--- src/rtl/uart_loader_if.sv ---
// Byte-stream and RAM write-port bundle around uart_loader.
// master = loader side, slave = uart_rx/uart_tx/RAM/CPU side.
interface uart_loader_if #(
    parameter int unsigned XLEN = 32
) ();
    logic [7:0]      uart_rx_data_i;
    logic            uart_rx_data_vld_i;
    logic            uart_rx_data_rdy_o;
    logic [7:0]      uart_tx_data_o;
    logic            uart_tx_data_vld_o;
    logic            uart_tx_data_rdy_i;
    logic            cpu_rst_n_o;
    logic            iram_wr_sel_o;
    logic            dram_wr_sel_o;
    logic [XLEN-1:0] ram_rw_addr_o;
    logic [7:0]      ram_wr_data_o;
    logic [3:0]      ram_wr_byte_en_o;

    modport master (
        input  uart_rx_data_i, uart_rx_data_vld_i, uart_tx_data_rdy_i,
        output uart_rx_data_rdy_o, uart_tx_data_o, uart_tx_data_vld_o, cpu_rst_n_o,
               iram_wr_sel_o, dram_wr_sel_o, ram_rw_addr_o, ram_wr_data_o, ram_wr_byte_en_o
    );

    modport slave (
        output uart_rx_data_i, uart_rx_data_vld_i, uart_tx_data_rdy_i,
        input  uart_rx_data_rdy_o, uart_tx_data_o, uart_tx_data_vld_o, cpu_rst_n_o,
               iram_wr_sel_o, dram_wr_sel_o, ram_rw_addr_o, ram_wr_data_o, ram_wr_byte_en_o
    );
endinterface

--- src/rtl/uart_loader.sv ---
// UART command parser: IRAM/DRAM byte writes and CPU reset control, ACK/NAK reply.
// Optional trailing XOR checksum per write frame when UART_LOADER_CKSUM_EN is defined.
module uart_loader #(
    parameter int unsigned XLEN           = 32,
    parameter int unsigned TIMEOUT_CYCLES = 5000000
) (
    input logic            clk_i,
    input logic            rst_n_i,
    uart_loader_if.master  bus
);
    localparam logic [7:0] Ack = 8'h06;
    localparam logic [7:0] Nak = 8'h15;

`ifdef UART_LOADER_CKSUM_EN
    typedef enum logic [2:0] {StIdle, StAddr, StLen, StData, StCksum, StResp} state_e;
`else
    typedef enum logic [2:0] {StIdle, StAddr, StLen, StData, StResp} state_e;
`endif

    state_e          state_q, state_d;
    logic [1:0]      idx_q, idx_d;
    logic            is_dram_q, is_dram_d;
    logic [XLEN-1:0] addr_q, addr_d;
    logic [15:0]     len_q, len_d;
    logic            strobe_q, strobe_d;
    logic [31:0]     to_cnt_q, to_cnt_d;
    logic            rx_rdy_q, rx_rdy_d;
    logic [7:0]      tx_data_q, tx_data_d;
    logic            tx_vld_q, tx_vld_d;
    logic            cpu_rst_n_q, cpu_rst_n_d;
    logic            iram_sel_q, iram_sel_d;
    logic            dram_sel_q, dram_sel_d;
    logic [7:0]      wr_data_q, wr_data_d;
    logic [3:0]      byte_en_q, byte_en_d;
`ifdef UART_LOADER_CKSUM_EN
    logic [7:0]      cksum_q, cksum_d;
`endif

    logic       accept;
    logic       timeout;
    logic       go_resp;
    logic [7:0] resp_code;
    logic       write_done;
    logic [7:0] rx_byte;

    assign rx_byte = bus.uart_rx_data_i;
    assign accept  = bus.uart_rx_data_vld_i && rx_rdy_q;
    assign timeout = (to_cnt_q == TIMEOUT_CYCLES);

    always_comb begin
        state_d     = state_q;
        idx_d       = idx_q;
        is_dram_d   = is_dram_q;
        addr_d      = addr_q;
        len_d       = len_q;
        strobe_d    = strobe_q;
        to_cnt_d    = to_cnt_q;
        tx_data_d   = tx_data_q;
        tx_vld_d    = tx_vld_q;
        cpu_rst_n_d = cpu_rst_n_q;
        iram_sel_d  = iram_sel_q;
        dram_sel_d  = dram_sel_q;
        wr_data_d   = wr_data_q;
        byte_en_d   = byte_en_q;
`ifdef UART_LOADER_CKSUM_EN
        cksum_d     = cksum_q;
`endif
        go_resp     = 1'b0;
        resp_code   = Ack;
        write_done  = 1'b0;

        // Inter-byte watchdog runs only while a frame is partially received.
        if (state_q != StIdle && state_q != StResp) begin
            to_cnt_d = accept ? 32'd0 : to_cnt_q + 32'd1;
        end

        unique case (state_q)
            StIdle: begin
                to_cnt_d = 32'd0;
                if (accept) begin
                    idx_d  = 2'd0;
                    addr_d = '0;
                    len_d  = '0;
`ifdef UART_LOADER_CKSUM_EN
                    cksum_d = 8'h00;
`endif
                    unique case (rx_byte)
                        8'h01, 8'h02: begin
                            is_dram_d   = (rx_byte == 8'h02);
                            cpu_rst_n_d = 1'b0;
                            state_d     = StAddr;
                        end
                        8'h03: begin
                            cpu_rst_n_d = 1'b1;
                            go_resp     = 1'b1;
                        end
                        8'h04: begin
                            cpu_rst_n_d = 1'b0;
                            go_resp     = 1'b1;
                        end
                        default: begin
                            go_resp   = 1'b1;
                            resp_code = Nak;
                        end
                    endcase
                end
            end
            StAddr: begin
                if (accept) begin
                    addr_d = {addr_q[XLEN-9:0], rx_byte};
                    idx_d  = idx_q + 2'd1;
                    if (idx_q == 2'd3) begin
                        idx_d   = 2'd0;
                        state_d = StLen;
                    end
                end else if (timeout) begin
                    go_resp   = 1'b1;
                    resp_code = Nak;
                end
            end
            StLen: begin
                if (accept) begin
                    len_d = {len_q[7:0], rx_byte};
                    idx_d = idx_q + 2'd1;
                    if (idx_q == 2'd1) begin
                        if ({len_q[7:0], rx_byte} == 16'd0) begin
                            write_done = 1'b1;
                        end else begin
                            state_d    = StData;
                            iram_sel_d = !is_dram_q;
                            dram_sel_d = is_dram_q;
                        end
                    end
                end else if (timeout) begin
                    go_resp   = 1'b1;
                    resp_code = Nak;
                end
            end
            StData: begin
                // Strobe cycle: retire the byte, then advance address and count.
                if (strobe_q) begin
                    strobe_d  = 1'b0;
                    byte_en_d = 4'b0000;
                    addr_d    = addr_q + 1'b1;
                    len_d     = len_q - 16'd1;
                    if (len_q == 16'd1) begin
                        iram_sel_d = 1'b0;
                        dram_sel_d = 1'b0;
                        write_done = 1'b1;
                    end
                end else if (accept) begin
                    wr_data_d = rx_byte;
                    byte_en_d = 4'(4'b0001 << addr_q[1:0]);
                    strobe_d  = 1'b1;
`ifdef UART_LOADER_CKSUM_EN
                    cksum_d   = cksum_q ^ rx_byte;
`endif
                end else if (timeout) begin
                    iram_sel_d = 1'b0;
                    dram_sel_d = 1'b0;
                    go_resp    = 1'b1;
                    resp_code  = Nak;
                end
            end
`ifdef UART_LOADER_CKSUM_EN
            StCksum: begin
                if (accept) begin
                    go_resp   = 1'b1;
                    resp_code = (rx_byte == cksum_q) ? Ack : Nak;
                end else if (timeout) begin
                    go_resp   = 1'b1;
                    resp_code = Nak;
                end
            end
`endif
            StResp: begin
                if (bus.uart_tx_data_rdy_i) begin
                    tx_vld_d = 1'b0;
                    state_d  = StIdle;
                end
            end
            default: state_d = StIdle;
        endcase

        if (write_done) begin
`ifdef UART_LOADER_CKSUM_EN
            to_cnt_d = 32'd0;
            state_d  = StCksum;
`else
            go_resp  = 1'b1;
`endif
        end

        if (go_resp) begin
            state_d   = StResp;
            tx_vld_d  = 1'b1;
            tx_data_d = resp_code;
        end

        rx_rdy_d = (state_d != StResp) && !strobe_d;
    end

    always_ff @(posedge clk_i or negedge rst_n_i) begin
        if (!rst_n_i) begin
            state_q     <= StIdle;
            idx_q       <= 2'd0;
            is_dram_q   <= 1'b0;
            addr_q      <= '0;
            len_q       <= 16'd0;
            strobe_q    <= 1'b0;
            to_cnt_q    <= 32'd0;
            rx_rdy_q    <= 1'b0;
            tx_data_q   <= 8'h00;
            tx_vld_q    <= 1'b0;
            cpu_rst_n_q <= 1'b0;
            iram_sel_q  <= 1'b0;
            dram_sel_q  <= 1'b0;
            wr_data_q   <= 8'h00;
            byte_en_q   <= 4'b0000;
`ifdef UART_LOADER_CKSUM_EN
            cksum_q     <= 8'h00;
`endif
        end else begin
            state_q     <= state_d;
            idx_q       <= idx_d;
            is_dram_q   <= is_dram_d;
            addr_q      <= addr_d;
            len_q       <= len_d;
            strobe_q    <= strobe_d;
            to_cnt_q    <= to_cnt_d;
            rx_rdy_q    <= rx_rdy_d;
            tx_data_q   <= tx_data_d;
            tx_vld_q    <= tx_vld_d;
            cpu_rst_n_q <= cpu_rst_n_d;
            iram_sel_q  <= iram_sel_d;
            dram_sel_q  <= dram_sel_d;
            wr_data_q   <= wr_data_d;
            byte_en_q   <= byte_en_d;
`ifdef UART_LOADER_CKSUM_EN
            cksum_q     <= cksum_d;
`endif
        end
    end

    assign bus.uart_rx_data_rdy_o = rx_rdy_q;
    assign bus.uart_tx_data_o     = tx_data_q;
    assign bus.uart_tx_data_vld_o = tx_vld_q;
    assign bus.cpu_rst_n_o        = cpu_rst_n_q;
    assign bus.iram_wr_sel_o      = iram_sel_q;
    assign bus.dram_wr_sel_o      = dram_sel_q;
    assign bus.ram_rw_addr_o      = addr_q;
    assign bus.ram_wr_data_o      = wr_data_q;
    assign bus.ram_wr_byte_en_o   = byte_en_q;
endmodule

--- src/flat_wrapper.sv ---
// flat-port wrapper written by rule: the top's interface ports become plain ports
module uart_loader_flat 
#(
    parameter int unsigned XLEN           = 32,
    parameter int unsigned TIMEOUT_CYCLES = 5000000
)
  (clk_i, rst_n_i, bus_uart_rx_data_i, bus_uart_rx_data_vld_i, bus_uart_tx_data_rdy_i, bus_uart_rx_data_rdy_o, bus_uart_tx_data_o, bus_uart_tx_data_vld_o, bus_cpu_rst_n_o, bus_iram_wr_sel_o, bus_dram_wr_sel_o, bus_ram_rw_addr_o, bus_ram_wr_data_o, bus_ram_wr_byte_en_o);
  uart_loader_if #(.XLEN(XLEN)) bus_i ();
  input logic clk_i;
  input logic rst_n_i;
  input wire logic [$bits(bus_i.uart_rx_data_i)-1:0] bus_uart_rx_data_i;
  input wire logic [$bits(bus_i.uart_rx_data_vld_i)-1:0] bus_uart_rx_data_vld_i;
  input wire logic [$bits(bus_i.uart_tx_data_rdy_i)-1:0] bus_uart_tx_data_rdy_i;
  output wire logic [$bits(bus_i.uart_rx_data_rdy_o)-1:0] bus_uart_rx_data_rdy_o;
  output wire logic [$bits(bus_i.uart_tx_data_o)-1:0] bus_uart_tx_data_o;
  output wire logic [$bits(bus_i.uart_tx_data_vld_o)-1:0] bus_uart_tx_data_vld_o;
  output wire logic [$bits(bus_i.cpu_rst_n_o)-1:0] bus_cpu_rst_n_o;
  output wire logic [$bits(bus_i.iram_wr_sel_o)-1:0] bus_iram_wr_sel_o;
  output wire logic [$bits(bus_i.dram_wr_sel_o)-1:0] bus_dram_wr_sel_o;
  output wire logic [$bits(bus_i.ram_rw_addr_o)-1:0] bus_ram_rw_addr_o;
  output wire logic [$bits(bus_i.ram_wr_data_o)-1:0] bus_ram_wr_data_o;
  output wire logic [$bits(bus_i.ram_wr_byte_en_o)-1:0] bus_ram_wr_byte_en_o;
  assign bus_i.uart_rx_data_i = bus_uart_rx_data_i;
  assign bus_i.uart_rx_data_vld_i = bus_uart_rx_data_vld_i;
  assign bus_i.uart_tx_data_rdy_i = bus_uart_tx_data_rdy_i;
  assign bus_uart_rx_data_rdy_o = bus_i.uart_rx_data_rdy_o;
  assign bus_uart_tx_data_o = bus_i.uart_tx_data_o;
  assign bus_uart_tx_data_vld_o = bus_i.uart_tx_data_vld_o;
  assign bus_cpu_rst_n_o = bus_i.cpu_rst_n_o;
  assign bus_iram_wr_sel_o = bus_i.iram_wr_sel_o;
  assign bus_dram_wr_sel_o = bus_i.dram_wr_sel_o;
  assign bus_ram_rw_addr_o = bus_i.ram_rw_addr_o;
  assign bus_ram_wr_data_o = bus_i.ram_wr_data_o;
  assign bus_ram_wr_byte_en_o = bus_i.ram_wr_byte_en_o;
  uart_loader #(.XLEN(XLEN), .TIMEOUT_CYCLES(TIMEOUT_CYCLES)) u_core (.clk_i(clk_i), .rst_n_i(rst_n_i), .bus(bus_i));
endmodule
--- config.mk ---
export PLATFORM = sky130hd
export DESIGN_NAME = uart_loader_flat
export DESIGN_NICKNAME = d
export VERILOG_FILES = /design/src/rtl/uart_loader_if.sv /design/src/rtl/uart_loader.sv /design/src/flat_wrapper.sv
export SDC_FILE = /design/constraint.sdc
export NUM_CORES = 1
export LEC_CHECK = 0
export CAP_MARGIN = 10
export CORE_MARGIN = 4
export CORE_UTILIZATION = 45
export DETAILED_ROUTE_END_ITERATION = 7
export PLACE_DENSITY = 0.66
export RECOVER_POWER = 100
export SLEW_MARGIN = 20
export SYNTH_ARGS = -nofsm -noshare
export SYNTH_HDL_FRONTEND = slang
export SYNTH_SLANG_ARGS = --single-unit
--- constraint.sdc ---
create_clock -name clk_i -period 2.7 [get_ports clk_i]
set_input_delay 0.54 -clock clk_i [delete_from_list [all_inputs] [get_ports clk_i]]
set_output_delay 0.54 -clock clk_i [all_outputs]
set_load 0.05 [all_outputs]
Run 1, metal 1:
Bar = 50 µm.
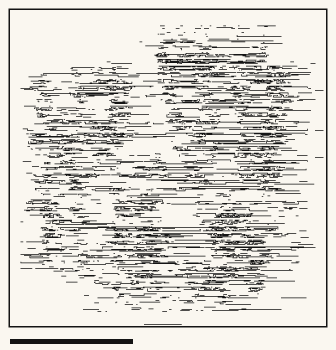
nets with wire on the layer = 737
longest straight run = 34.5 µm
wire length on this layer = 7880 µm
share of all routed wire = 44%
main direction = horizontal

Run 1, M2 wires:
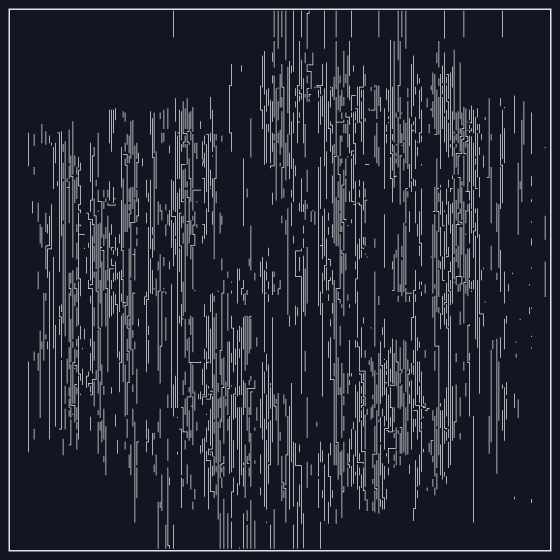
wire length on this layer = 8410 µm
nets with wire on the layer = 659
main direction = vertical
longest straight run = 51.0 µm
share of all routed wire = 47%

==> results.toml, run 1 <==
# flow metrics
[clock_network]
cts.sinks = 107
cts.clk_slew.worst_paths_ps = 70
tritoncts = "done"
cts-hold-fix-buffers = 0
cts_setup_buffers = 0
post_cts_resize_count = 0
cts_made_buffers = 9
cts_root_buf = "sky130_fd_sc_hd__clkbuf_16"
cts_htree_levels = 3
clk_latency_ps = 360
clk_path_buf_depth = 2

[pwr]
clockPowerShare = 0.407
comb_power_share = 0.034
netSwitchingFraction = 0.220
p_int_uw = 2240
p_leak_uw = 0.00303
power.ir.vdd_worst_v = 0.000348
p_sw_uw = 632
power_density_mw_per_mm2 = 381
share_seq_of_total_power = 0.560

[yosys]
synth-seq-cells = 107
synth.yosys.num_cells = 756
synth-warning-count = 0
netlist_area_mm2 = 0.00651
netlist_top_cells_area = "sky130_fd_sc_hd__dfrtp_1 (41%), sky130_fd_sc_hd__o21ai_0 (8.2%), sky130_fd_sc_hd__nand2_1 (4.7%)"
seq_area_frac_synth = 0.411
post_synthesis_instance_total = 756
synth-area-yosys_mm2 = 0.00651
enable_flop_cells = 0
commonest_cells_in_the_synthesized_netlist = "sky130_fd_sc_hd__dfrtp_1 (107), sky130_fd_sc_hd__o21ai_0 (107), sky130_fd_sc_hd__nand2_1 (82), sky130_fd_sc_hd__a21oi_1 (54), sky130_fd_sc_hd__nor2_1 (54)"
post-synth-top-area-fraction = 0.411
netlist.top_cell.by_area = "sky130_fd_sc_hd__dfrtp_1"
synthArstFlopShare = 1.00
yosys_most_used_dff = "sky130_fd_sc_hd__dfrtp_1"
synth_cell_type_count = 73

[run_status]
run_status = "complete, no violations"

[sta]
tightest_slew_ps = 1140
final.setup.worst_slack_ps = 232
final.period_utilization = 0.914
hold_ws_ps = 402
drv_slew = 0
worst_slew_margin_rel = 0.242
final-setup-viol-count = 0
clock-skew-final_ps = 9.58
final.setup.tns_ps = 0
rsz0062_at_grt = "no"
final_period_minus_worst_setup_slack_ps = 2470

[setup_path]
endpoint_kind = "flop"
path_depth_of_the_worst_reg2reg_path = 6
timing.critical_path.required_ps = 2950
start_kind = "input pin"
critPathCapture = "u_core.bus.iram_wr_sel_o"
worst_r2r_endpoint = "u_core.to_cnt_q[13]"
worstSetupStartpoint = "bus_uart_rx_data_i[6]"
cp.arrival_ps = 2710
worst-r2r-setup-slack_ps = 290
setup.worst_path.class = "input pin to flop"
crit_path_max_fanout = 3
r2r_start = "u_core.state_q[0]"

[final_layout]
antenna_cells_inserted = 0
final.fill_count = 1269
areaGrowthSynthToFinish_pct = 15.5
final_design_area_no_fill_mm2 = 0.00752
final_layout_top_logic_cell = "sky130_fd_sc_hd__o21ai_0"
most-common-layout-cells = "sky130_fd_sc_hd__o21ai_0 (108), sky130_fd_sc_hd__dfrtp_1 (107), sky130_fd_sc_hd__nand2_1 (82)"
layout-drive-gt1-share = 0.0772
finalNetCount = 825

[worst_hold_path]
hold_class = "input pin to asynchronous set/reset pin"

[global_routing]
gr-total-overflow = 0
grt_start_max_net_pins = 49
grt_pass1_wl_mm = 29.6
antenna_violations_before_repair = 0
grt_pass1_vias = 5847

[routing]
drtPass1Iterations = 5
remaining_design_rule_violation_count = 0
route.antenna.remaining_nets = 0
wl_per_cell_um = 18.0
vias_per_cell = 6.17
route.final.wire_length_mm = 17.7
detail_route.iter0.violations = 650
vias = 6067

[floorplanning]
floorplan.rows = 43
floorplanUtilization = 0.464
core_area_mm2 = 0.0140
io-pin-count = 69
die.size.x_um = 128
design.die.area_mm2 = 0.0165

[placed_design]
detailedPlacementHpwl_mm = 12.2
dpl-instance-area_mm2 = 0.00734
detailedPlace.worstSlack_ps = 92.6
placement.io_buffers = 64
gp_routability_congestion = 0.931

[job]
openroad.warnings = 33
max_cap_violations = 0
Run 1, M3 wires:
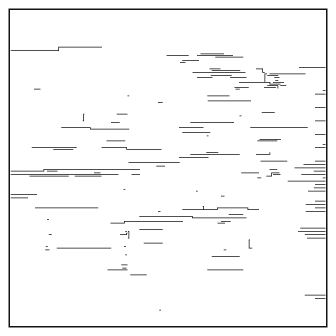
share of all routed wire = 6.1%
wire length on this layer = 1090 µm

## run 1: routing by layer
| layer | vias up | part of all wire | GRT usage |
|---|---|---|---|
| li1 | 2884 | - | - |
| met1 | 2937 | 0.44 | 0.297 |
| met2 | 216 | 0.47 | 0.356 |
| met3 | 30 | 0.061 | 0.0421 |
| met4 | 0 | 0.020 | 0.0793 |
| met5 | - | 0 | 0 |
## run 1: sequential cells by signal (all words and copies together), names as in the netlist
name / flops
u_core.bus.ram_rw_addr_o: 32
u_core.to_cnt_q: 32
u_core.len_q: 16
u_core.bus.ram_wr_data_o: 8
u_core.bus.ram_wr_byte_en_o: 4
u_core.bus.uart_tx_data_o: 3
u_core.state_q: 3
u_core.idx_q: 2
u_core.bus.cpu_rst_n_o: 1
u_core.bus.dram_wr_sel_o: 1
u_core.bus.iram_wr_sel_o: 1
u_core.bus.uart_rx_data_rdy_o: 1
u_core.bus.uart_tx_data_vld_o: 1
u_core.is_dram_q: 1
u_core.strobe_q: 1
## run 1: power groups by stage
stage / Combinational, µW / Sequential (µW) / Clock [µW]
2_1_floorplan: 26.2 / 1640 / 0
3_3_place_gp: 102 / 1630 / 0
3_5_place_dp: 102 / 1630 / 0
4_1_cts: 103 / 1600 / 1190
5_1_grt: 107 / 1600 / 1250
6_report: 96.6 / 1600 / 1170
## run 1: layout make-up
class | count | area [µm²] | share of cell area
Multi-Input combinational cell | 581 | 3500 | 0.465
Sequential cell | 107 | 2680 | 0.356
Timing Repair Buffer | 87 | 826 | 0.110
Clock buffer | 11 | 233 | 0.0309
Tap cell | 180 | 225 | 0.0299
Inverter | 16 | 60.1 | 0.00798
Clock inverter | 1 | 5.00 | 0.000665
## run 1: worst max-delay path, cell delays in order
cell and delay, ps:
sky130_fd_sc_hd__clkdlybuf4s50_1 420, sky130_fd_sc_hd__or4_4 590, sky130_fd_sc_hd__nor3_1 330, sky130_fd_sc_hd__and4_1 310, sky130_fd_sc_hd__nand2_1 70, sky130_fd_sc_hd__nand3_1 140, sky130_fd_sc_hd__mux2_4 310
## run 1: stage by stage
stage          cells  utilization  total power (µW)
2_1_floorplan    759            -              1670
3_3_place_gp     971        0.523              1740
3_5_place_dp     971        0.523              1740
4_1_cts          983        0.540              2900
5_1_grt          983        0.536              2960
6_report         983        0.536              2870
## run 1: logic make-up (layout without fill, tap and decap cells)
kind of cell               after synthesis  count (layout)  synth area share
AOI/OAI and AO/OA                      246             246             0.228
xor gates and xnor gates                 7               7           0.00941
adders and majority gates               11              11            0.0211
buffers and inverters                   71             115            0.0492
DFF                                    107             107             0.411
muxes                                   11              11            0.0190
other                                    1               4          0.000576
and+or+nand+nor                        302             302             0.262
## Run 2: what changed since run 1
Settings changed: SKIP_LAST_GASP set to 1.
Run 2, metal 1:
Bar = 50 µm.
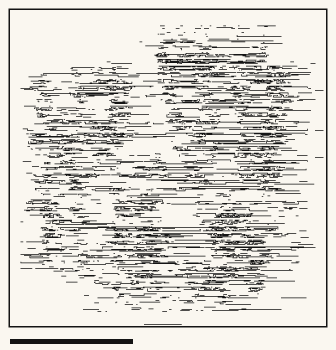
share of all routed wire = 44%
main direction = horizontal
wire length on this layer = 7880 µm
nets with wire on the layer = 737
longest straight run = 34.5 µm

Run 2, routing congestion map:
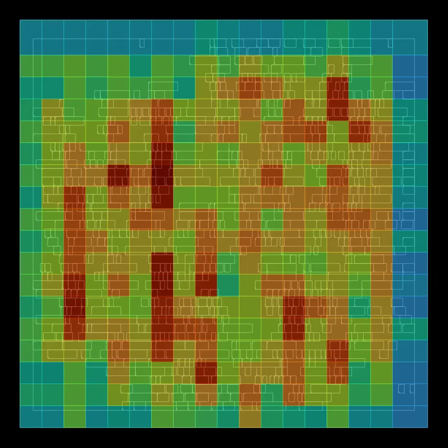
global routing usage summed across all routing layers: 0.221
mean routed wirelength per cell: 18.0 µm
met3 usage: 0.0421
Global Route met1 Usage: 0.297

Run 2, M3 wires:
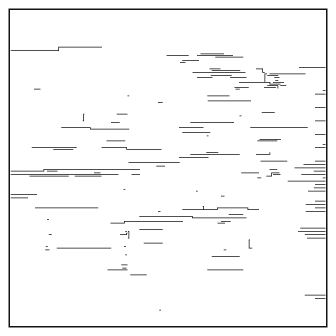
wire length on this layer = 1090 µm
nets with wire on the layer = 93
main direction = horizontal
share of all routed wire = 6.1%

==> run 2 against run 1 <==
Net effect:
- hold slack did not move
- register-to-register slack barely moved
- via count unchanged
- wire length is the same
- setup slack did not move
- first-iteration DRC count stayed put
- synthesized area unchanged
- largest cell class unchanged
- largest power group unchanged
==> results.toml, run 2 <==
# flow metrics
[pwr]
design_power_total_uw = 2870
power_density_mw_per_mm2 = 381
power.ir.vdd_worst_v = 0.000348
p_leak_uw = 0.00303

[yosys]
synth_compound_gate_area_share = 0.228
yosys.area_share.adder = 0.0211
synth-seq-cells = 107
yosys.area_share.xor_xnor = 0.00941
netlist_area_mm2 = 0.00651
topCombFamilyByArea = "simple AND/OR/NAND/NOR gates"
post_synthesis_instance_total = 756
synth.cellmix.simpleShare = 0.262
synthArstFlopShare = 1.00
multiplexer_share_of_the_synthesized_area = 0.0190
synth_cell_type_count = 73
netlist.top_cell.by_area = "sky130_fd_sc_hd__dfrtp_1"
synth.yosys.num_cells = 756
commonest_cells_in_the_synthesized_netlist = "sky130_fd_sc_hd__dfrtp_1 (107), sky130_fd_sc_hd__o21ai_0 (107), sky130_fd_sc_hd__nand2_1 (82), sky130_fd_sc_hd__a21oi_1 (54), sky130_fd_sc_hd__nor2_1 (54)"
seq_area_frac_synth = 0.411
postSynthAreaPerCell_um2 = 8.62
netlist_top_cells_area = "sky130_fd_sc_hd__dfrtp_1 (41%), sky130_fd_sc_hd__o21ai_0 (8.2%), sky130_fd_sc_hd__nand2_1 (4.7%)"
synth-warning-count = 0
enable_flop_cells = 0
post-synth-top-area-fraction = 0.411
yosys_most_used_dff = "sky130_fd_sc_hd__dfrtp_1"
synth-area-yosys_mm2 = 0.00651

[sta]
max_freq_mhz = 405
tightest_slew_ps = 1140
finalHoldViolations = 0
rsz0062_at_grt = "no"
final.setup.tns_ps = 0
final-setup-viol-count = 0
worst_slew_margin_rel = 0.242
final_period_minus_worst_setup_slack_ps = 2470
clock-skew-final_ps = 9.58
final.period_utilization = 0.914
final.setup.worst_slack_ps = 232
drv_slew = 0

[final_layout]
areaGrowthSynthToFinish_pct = 15.5
most-common-layout-cells = "sky130_fd_sc_hd__o21ai_0 (108), sky130_fd_sc_hd__dfrtp_1 (107), sky130_fd_sc_hd__nand2_1 (82)"
finalNetCount = 825
layout-drive-gt1-share = 0.0772
final_layout_top_logic_cell = "sky130_fd_sc_hd__o21ai_0"
antenna_cells_inserted = 0
final-instance-count-excl-fill = 983
final.fill_count = 1269

[floorplanning]
die.size.x_um = 128
die_h_um = 128
design.die.area_mm2 = 0.0165
floorplanUtilization = 0.464
core_area_mm2 = 0.0140
floorplan.rows = 43
io-pin-count = 69

[routing]
vias_per_cell = 6.17
detail_route.iter0.violations = 650
route.antenna.remaining_nets = 0
remaining_design_rule_violation_count = 0
vias = 6067
route.final.wire_length_mm = 17.7
drtPass1Iterations = 5

[placed_design]
detailedPlace.worstSlack_ps = 92.6
numPlacedInstances = 971
placement.io_buffers = 64
detailedPlacementHpwl_mm = 12.2
gp_routability_congestion = 0.931

[clock_network]
cts-hold-fix-buffers = 0
tritoncts = "done"
clk_latency_ps = 360
cts_htree_levels = 3
clk_path_buf_depth = 2
cts.sinks = 107
post_cts_resize_count = 0
cts.clk_slew.worst_paths_ps = 70
cts_setup_buffers = 0
cts_made_buffers = 9
cts_root_buf = "sky130_fd_sc_hd__clkbuf_16"

[global_routing]
gr-total-overflow = 0
grt_pass1_wl_mm = 29.6
grt_pass1_vias = 5847
antenna_violations_before_repair = 0
grt_start_max_net_pins = 49

[setup_path]
r2r_start = "u_core.state_q[0]"
timing.critical_path.cells = "clkdlybuf4s50_1 -> or4_4 -> nor3_1 -> and4_1 -> nand2_1 -> nand3_1 -> mux2_4"
crit_path_top_delay_cell = "sky130_fd_sc_hd__or4_4"
worstSetupStartpoint = "bus_uart_rx_data_i[6]"
crit_path_max_incr_delay_ps = 590
setup.worst_path.class = "input pin to flop"
timing.critical_path.required_ps = 2950
crit_path_max_fanout = 3
endpoint_kind = "flop"
start_kind = "input pin"
cp.arrival_ps = 2710

[job]
max_cap_violations = 0
openroad.warnings = 33

[worst_hold_path]
hold_class = "input pin to asynchronous set/reset pin"

[run_status]
run_status = "complete, no violations"
-- run 2: cell counts in the layout (fill, tap and decap cells not counted) --
No cell type changed its count.
-- run 2: worst paths after layout --
check	endpoint	depth (start not counted)	slack (ps)
worst max-delay path	u_core.bus.iram_wr_sel_o	7	230
max in group asynchronous	u_core.bus.ram_rw_addr_o[31]	2	700
worst max register to register	u_core.to_cnt_q[13]	6	290
min in group clk_i	u_core.bus.uart_tx_data_o[2]	1	470
worst min register to register	u_core.bus.uart_tx_data_o[2]	1	470
worst min-delay path	u_core.len_q[4]	1	400
-- run 2: worst max-delay path: cells and delay by family --
family	cells	cell delay, ps
AND/OR/NAND/NOR	5	1440
buffers and inverters	1	420
multiplexers	1	310
-- run 2: area by class of cell --
class                      count  area [µm²]  area share
clock inverter                 1        5.00    0.000665
timing repair buffer          87         826       0.110
clock buffer                  11         233      0.0309
inverter                      16        60.1     0.00798
sequential                   107        2680       0.356
multi-input combinational    581        3500       0.465
tap                          180         225      0.0299
-- run 2: logic make-up (layout without fill, tap and decap cells) --
| kind of cell | Yosys count | count (layout) |
|---|---|---|
| AOI/OAI and AO/OA | 246 | 246 |
| xor gates and xnor gates | 7 | 7 |
| other | 1 | 4 |
| and+or+nand+nor | 302 | 302 |
| buffers and inverters | 71 | 115 |
| adders and majority gates | 11 | 11 |
| DFF | 107 | 107 |
| muxes | 11 | 11 |
-- run 2: per-layer routing --
metal | global-route usage | vias to the layer above | part of all wire
met5 | 0 | - | 0
met4 | 0.0793 | 0 | 0.020
met3 | 0.0421 | 30 | 0.061
met2 | 0.356 | 216 | 0.47
met1 | 0.297 | 2937 | 0.44
li1 | - | 2884 | -
-- run 2: stage by stage --
step | util | hold WS [ps] | area (µm²)
after floorplan | - | 244 | 6530
after global placement | 0.523 | 467 | 7340
after detailed placement | 0.523 | 468 | 7340
after CTS | 0.540 | 211 | 7580
after global routing | 0.536 | 510 | 7520
final | 0.536 | 402 | 7520
-- run 2: report_power, final --
part | total (µW) | switching, µW | internal [µW]
sequential | 1600 | 0.677 | 1600
clock | 1170 | 561 | 605
combinational | 96.6 | 69.6 | 26.9
Run 2, M2 wires:
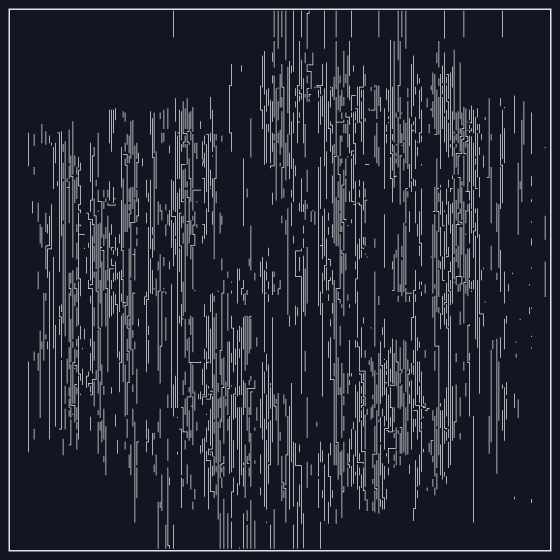

## Run 3: what changed since run 2
Settings changed: CAP_MARGIN 10 to 20, CTS_BUF_LIST set to sky130_fd_sc_hd__clkbuf_8 sky130_fd_sc_hd__clkbuf_16, PLACE_DENSITY 0.66 to 0.68.
Clock period 2.7 ns to 2.1 ns, I/O delays scaled along.
Run 3, M2 wires:
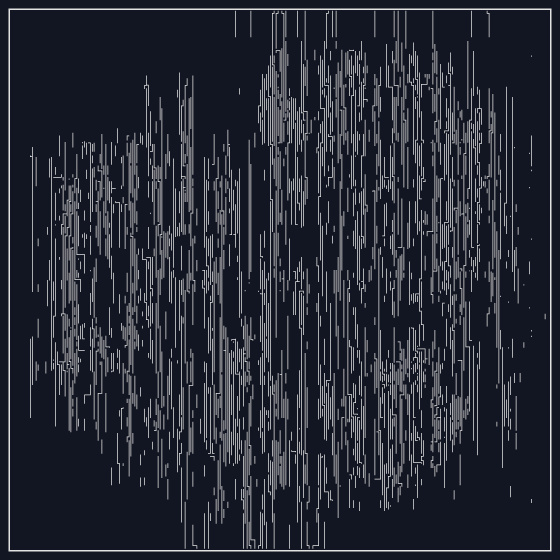
share of all routed wire = 49%
wire length on this layer = 9060 µm
nets with wire on the layer = 750

Run 3, metal 1:
Bar = 50 µm.
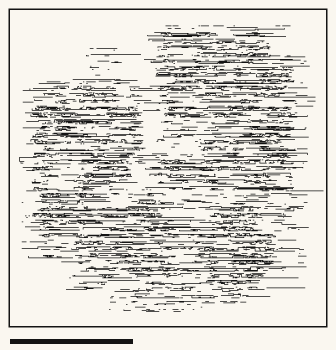
wire length on this layer = 8140 µm
longest straight run = 31.3 µm
nets with wire on the layer = 807
main direction = horizontal
share of all routed wire = 44%

Run 3, routing congestion map:
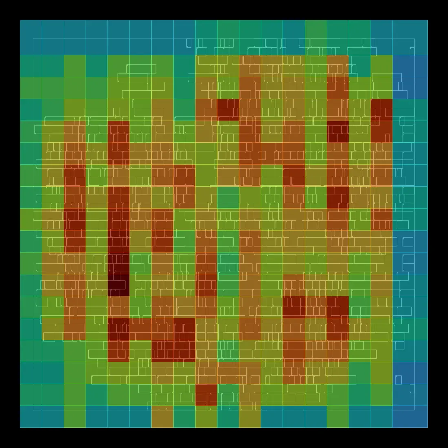
Global Route met1 Usage: 0.302
busiest layer in global routing: met2
met2 Track Usage GR: 0.374
met3 usage: 0.0538
mean routed wirelength per cell: 17.6 µm

==> run 3 against run 2 <==
Net effect:
- hold slack worse by 210 ps
- setup slack lost 190 ps
- clock power grew 51%
- synthesized cell count unchanged
- cell count increased by 7.5%
- clock-buffer cell count unchanged
- sequential power is 29% higher
- core utilization is 4.5 points higher
- synthesized area is the same
- flip-flop count unchanged
- critical path depth shrank 6
==> results.toml, run 3 <==
# flow metrics
[run_status]
run_status = "complete, no violations"

[routing]
wl_met1_mm = 8.14
vias_per_cell = 6.02
route.final.wire_length_mm = 18.6
total_met2_wirelength_after_detailed_routing_mm = 9.06
met3_length_mm = 1.19
vias = 6364
drtPass1Iterations = 5
route.antenna.remaining_nets = 0
detail_route.iter0.violations = 643
topRoutingLayerUsed = "met4"
remaining_design_rule_violation_count = 0

[setup_path]
crit_path_max_fanout = 6
endpoint_kind = "output port"
start_kind = "flop"
critical_path_depth = 1
timing.critical_path.cells = "clkdlybuf4s50_1"
largest_delay_contributor_family_on_the_critical_path = "buffers and inverters"
crit_path_max_incr_delay_ps = 830
path_depth_of_the_worst_reg2reg_path = 6
timing.critical_path.buf_inv = 1
crit_path_top_delay_cell = "sky130_fd_sc_hd__clkdlybuf4s50_1"
cp.arrival_ps = 1630
timing.critical_path.required_ps = 1680
setup.worst_path.class = "flop to output port"

[clock_network]
cts_htree_levels = 3
cts.sinks = 107
tritoncts = "done"
cts.clk_slew.worst_paths_ps = 80
clk_path_buf_depth = 2
cts_root_buf = "sky130_fd_sc_hd__clkbuf_16"
cts-hold-fix-buffers = 0
clk_latency_ps = 360
cts_made_buffers = 9

[yosys]
post_synthesis_instance_total = 756
synth-seq-cells = 107
synthArstFlopShare = 1.00
seq_area_frac_synth = 0.411
enable_flop_cells = 0
commonest_cells_in_the_synthesized_netlist = "sky130_fd_sc_hd__dfrtp_1 (107), sky130_fd_sc_hd__o21ai_0 (107), sky130_fd_sc_hd__nand2_1 (82), sky130_fd_sc_hd__a21oi_1 (54), sky130_fd_sc_hd__nor2_1 (54)"
postSynthAreaPerCell_um2 = 8.62
netlist.top_cell.by_area = "sky130_fd_sc_hd__dfrtp_1"
synth_cell_type_count = 73
post-synth-top-area-fraction = 0.411
synth-warning-count = 0
synth.yosys.num_cells = 756
netlist_top_cells_area = "sky130_fd_sc_hd__dfrtp_1 (41%), sky130_fd_sc_hd__o21ai_0 (8.2%), sky130_fd_sc_hd__nand2_1 (4.7%)"
synth-area-yosys_mm2 = 0.00651
yosys_most_used_dff = "sky130_fd_sc_hd__dfrtp_1"
netlist_area_mm2 = 0.00651

[sta]
max_freq_mhz = 487
drv_slew = 0
final.period_utilization = 0.978
final.setup.tns_ps = 0
finalHoldViolations = 0
final-setup-viol-count = 0
worst_slew_margin_rel = 0.373
hold_ws_ps = 195
tightest_slew_ps = 941
rsz0062_at_grt = "yes"
final_period_minus_worst_setup_slack_ps = 2050
clock-skew-final_ps = 11.2

[final_layout]
areaGrowthSynthToFinish_pct = 25.2
layout-drive-gt1-share = 0.178
finalNetCount = 895
utilization = 0.581
most-common-layout-cells = "sky130_fd_sc_hd__o21ai_0 (107), sky130_fd_sc_hd__dfrtp_1 (102), sky130_fd_sc_hd__nand2_1 (82)"
antenna_cells_inserted = 0
final_layout_top_logic_cell = "sky130_fd_sc_hd__o21ai_0"

[placed_design]
placement.io_buffers = 64
detailedPlacementHpwl_mm = 13.4
gp_routability_congestion = 0.904

[job]
openroad.warnings = 35
max_cap_violations = 0

[floorplanning]
floorplanUtilization = 0.464
design.die.area_mm2 = 0.0165
die_h_um = 128
die.size.x_um = 128
io-pin-count = 69
core_area_mm2 = 0.0140
floorplan.rows = 43

[pwr]
clockPowerShare = 0.447
power_density_mw_per_mm2 = 486
share_seq_of_total_power = 0.520
p_sw_uw = 883
netSwitchingFraction = 0.223
power.ir.vdd_worst_v = 0.000450
p_leak_uw = 0.00343
comb_power_share = 0.033
p_int_uw = 3080

[worst_hold_path]
hold_class = "input pin to asynchronous set/reset pin"

[global_routing]
grt.total_usage = 0.228
grt_start_max_net_pins = 50
antenna_violations_before_repair = 0
grt_pass1_wl_mm = 30.6
gr-total-overflow = 0
grt_pass1_vias = 6011
[run 3: power groups by stage]
stage / clock network [µW] / registers, µW / logic (µW)
floorplan: 0 / 2110 / 33.7
global placement: 0 / 2100 / 141
detailed placement: 0 / 2100 / 142
CTS: 1820 / 2060 / 142
global route: 1900 / 2060 / 145
finish: 1770 / 2060 / 130
[run 3: layout make-up]
| type | count | area, µm² |
|---|---|---|
| clock buffer | 11 | 253 |
| clock inverter | 5 | 53.8 |
| fill | 1264 | 5890 |
| inverter | 16 | 60.1 |
| multi-input combinational | 581 | 3590 |
| sequential | 107 | 2680 |
| tap | 180 | 225 |
| timing repair buffer | 157 | 1290 |
[run 3: repair_timing]
item                       4_1_cts  5_1_grt
cloned                           0        0
setup endpoints to repair       17       21
pin swaps                        2        6
setup buffers                    1        0
resized                         14       22
[run 3: path summary, 6_finish.rpt]
check / from / endpoint / slack [ps]
setup / recovery: u_core.bus.ram_rw_addr_o[1] / bus_ram_rw_addr_o[1] / 50
hold / removal: rst_n_i / u_core.len_q[6] / 190
setup reg to reg: u_core.to_cnt_q[3] / u_core.bus.iram_wr_sel_o / 90
hold reg to reg: u_core.bus.uart_tx_data_o[2] / u_core.bus.uart_tx_data_o[2] / 460
max in group asynchronous: rst_n_i / u_core.to_cnt_q[30] / 460
min in group clk_i: u_core.bus.uart_tx_data_o[2] / u_core.bus.uart_tx_data_o[2] / 460
[run 3: cell families (layout without fill, tap and decap cells)]
kind of cell	Yosys count	in the layout	synth area share
simple gates	302	302	0.262
mux	11	11	0.0190
compound gates	246	246	0.228
flops	107	107	0.411
buf+inv	71	189	0.0492
fa+ha+maj	11	11	0.0211
xor+xnor	7	7	0.00941
other cells	1	4	0.000576
[run 3: stage by stage]
step	area, µm²	worst slack (ps)	power, µW	std cells
floorplan	6530	6.12	2140	759
global placement	7900	-346	2240	1040
detailed placement	7900	-387	2240	1040
CTS	8220	-17.5	4020	1057
global route	8160	-15.0	4100	1057
finish	8160	46.0	3970	1057
[run 3: per-layer routing]
| metal | GRT usage | vias to the layer above |
|---|---|---|
| li1 | - | 3023 |
| met3 | 0.0538 | 21 |
| met2 | 0.374 | 206 |
| met5 | 0 | - |
| met4 | 0.0699 | 0 |
| met1 | 0.302 | 3114 |
Power figures rest on the tool's default switching activity, not on a simulated workload.
